Clock distribution:
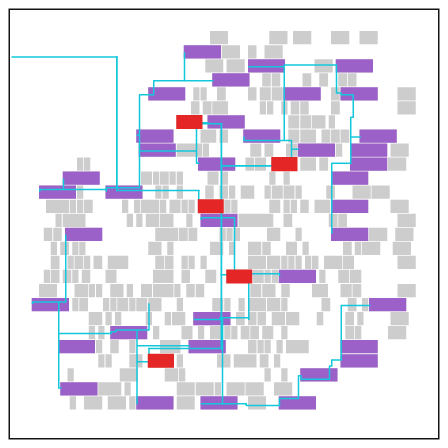
Zoomed window:
Bar = 10 um. Region (29, 12) to (54, 37) um. Cells in grey, sequential cells in the stronger grey; small squares are vias.
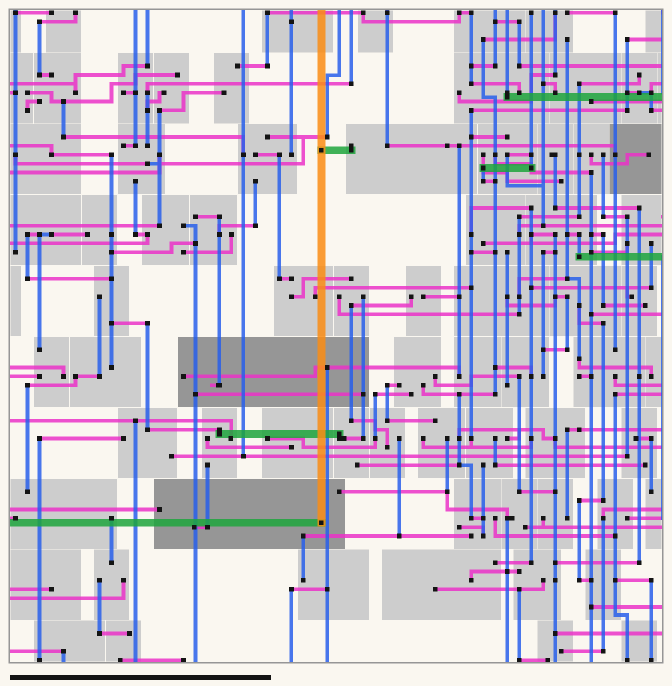
Routed metal per tile:
17 x 17 tiles, from black (low) to pale yellow (high), scaled to the fullest tile. Values are wire area over tile area, all layers added.
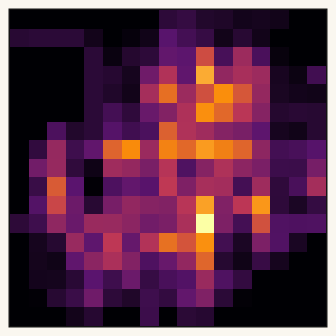
Cell outlines without signal wires:
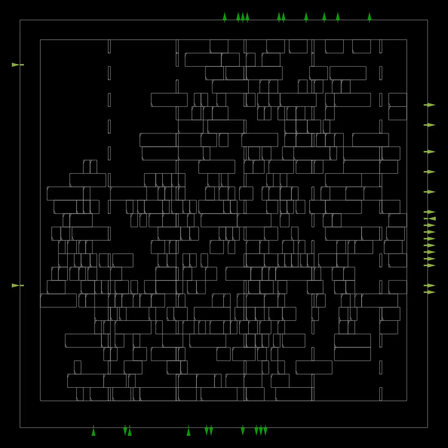
Gate families picked out:
Bar = 20 um.
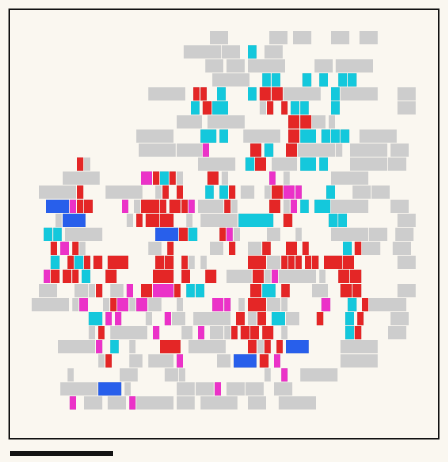
Design comb_scan_ctrl_flat, sky130hd; sources not shown.
==> run summary <==
Notes on the flow outputs.

- Per report_power, the top consumer among the power groups is registers.
- The buffer-and-inverter tally for the worst setup path reads 2.
- For reference, the critical path cell chain is clkdlybuf4s50_1 > nor2_1 > nand2_2 > inv_1 > nand3_2 > o21bai_4 > nand2_2 > o21bai_1 > nand3_1 > nand3_2 > nor2_2 > nand4_1 > a21oi_1.
- For this design the top-level I/O count stands at 38.
- The top cell type's share of synthesized area is 38.8%.
- The slew at the pin closest to its max-slew limit is 0.475 ns.
- The internal reg-to-reg setup slack is 0.52 ns.
- The starting utilization of the core area reads 35.9%.
- TritonCTS built the clock tree.
- The cell at the root of the clock tree is sky130_fd_sc_hd__clkbuf_8.
- The worst reg-to-reg path cell count reads 12.
- The DRC violation count after routing is 0.
- The die boundary width reads 82.9 um.
- The HPWL after detailed placement is 3630 um.
- The count of nets left with antenna violations once routing finished came out at 0.
- The post-layout worst setup margin reads 0.239 ns.
- The met2 usage is 25.5%.
- The layout-stage area growth over the synthesis result is 32.8%.
- The total clock buffers created by CTS reads 5.
- The via count of the first global-routing pass is 1912.
- The sequential group power reads 598 uW.
- The count of library flops with an enable pin reads 0.
- The number of hold buffers added after cts is 0.
- The most heavily used metal layer in global routing reads met2.
- The family with the most delay on the worst path reads simple AND/OR/NAND/NOR gates.
- Counting every net in the synthesized netlist gives 282.
- The type of the most critical hold path reads flip-flop to flip-flop.
- The share of the clock period used by the worst path after layout reads 90.8%.
- The worst setup path is of the primary input to flip-flop kind.
- The maximum level of the CTS H-tree reads 2.
- The maximum clock rate reads 424 MHz.
- Setup repair after global routing left no endpoint under its margin.
- The switching portion of total power comes to 25.5%.
- The path length in cells of the critical path reads 13.
- The minimum clock period is 2.36 ns.
- The total cells reported by yosys after synthesis reads 270.
- The sum of overflow across all layers after global routing reads 0.
- The combinational-cell power consumption reads 108 uW.
- Summing every instance area after synthesis gives 1960 um^2.
- The net count of the finished layout is 336.
- The number of antenna violations at the first check in global routing is 0.
- The timing report gives the clock slew at the launch and capture registers of the worst setup and hold paths as 0.08 ns.
- The flow ran to the end, and the final reports show no timing, DRC or antenna violations.
- The peak ir drop on the vdd network is 0.184 mV.
- The data required time reported for the critical path is 2.64 ns.
Back to the opening pictures, 'clock distribution':
purple -> flip-flops  # count 38
cyan -> clock wires  # length 526 um
red -> clock drivers  # count 5
routed clock nets = 6
Clk network pwr share: 37.6%
power drawn by the clock network: 425 uW
source-to-sink clock delay at the later pin of the worst-skew pair: 0.29 ns

Back to the opening pictures, 'zoomed window':
orange -> metal 4
green -> metal 3
blue -> metal 2
magenta -> metal 1
most frequent = nand3_1 (10), inv_1 (9)
cells with their middle in the window = 65
sequential cells in the window = 2

Back to the opening pictures, 'routed metal per tile':
nearly empty tiles = 24%
densest ninth of the die = middle
emptiest ninth of the die = top left
all-layer global routing usage: 14.8%
vias after detailed routing: 1958
post-detailed-routing wire length: 4810 um
routed wire length per instance: 12.1 um

Back to the opening pictures, 'cell outlines without signal wires':
floorplan row count: 27
Flop Count: 38
number of fill cells in the layout: 568
Core Util, Final: 47.6%

Back to the opening pictures, 'gate families picked out':
cyan -> aoi and oai cells  # cells 50, most used a21oi_1
red -> nand cells  # cells 95, most used nand2_1
blue -> fa/ha/maj cells  # cells 6, most used ha_1
magenta -> nor cells  # cells 33, most used nor2_1
logic share of the area: 39.2%
Final Instance Count excl. Fillers: 397

-- cell type report --
cell class                      count  area (um^2)
Clock buffer                        6         82.6
Clock inverter                      2         12.5
Fill cell                         568         2870
Inverter                           40          150
Multi-Input combinational cell    186         1020
Sequential cell                    38          761
Tap cell                           72         90.1
Timing Repair Buffer               53          490
-- kinds of logic (layout without fill, tap and decap cells) --
family          Yosys count  after routing  synth area share (%)
simple gates            129            129                  33.0
compound gates           50             50                  14.8
buf+inv                  46            101                  9.24
flops                    38             38                  38.8
fa+ha+maj                 6              6                  3.82
xor+xnor                  1              1                 0.446
-- worst reg2reg max path, delay by kind of cell, from the launching register on --
kind            cells  cell delay [ns]
compound gates      1             0.12
buf+inv             1             0.05
flops               1             0.54
simple gates       10             1.16
Power is estimated from default activity; no workload was simulated.
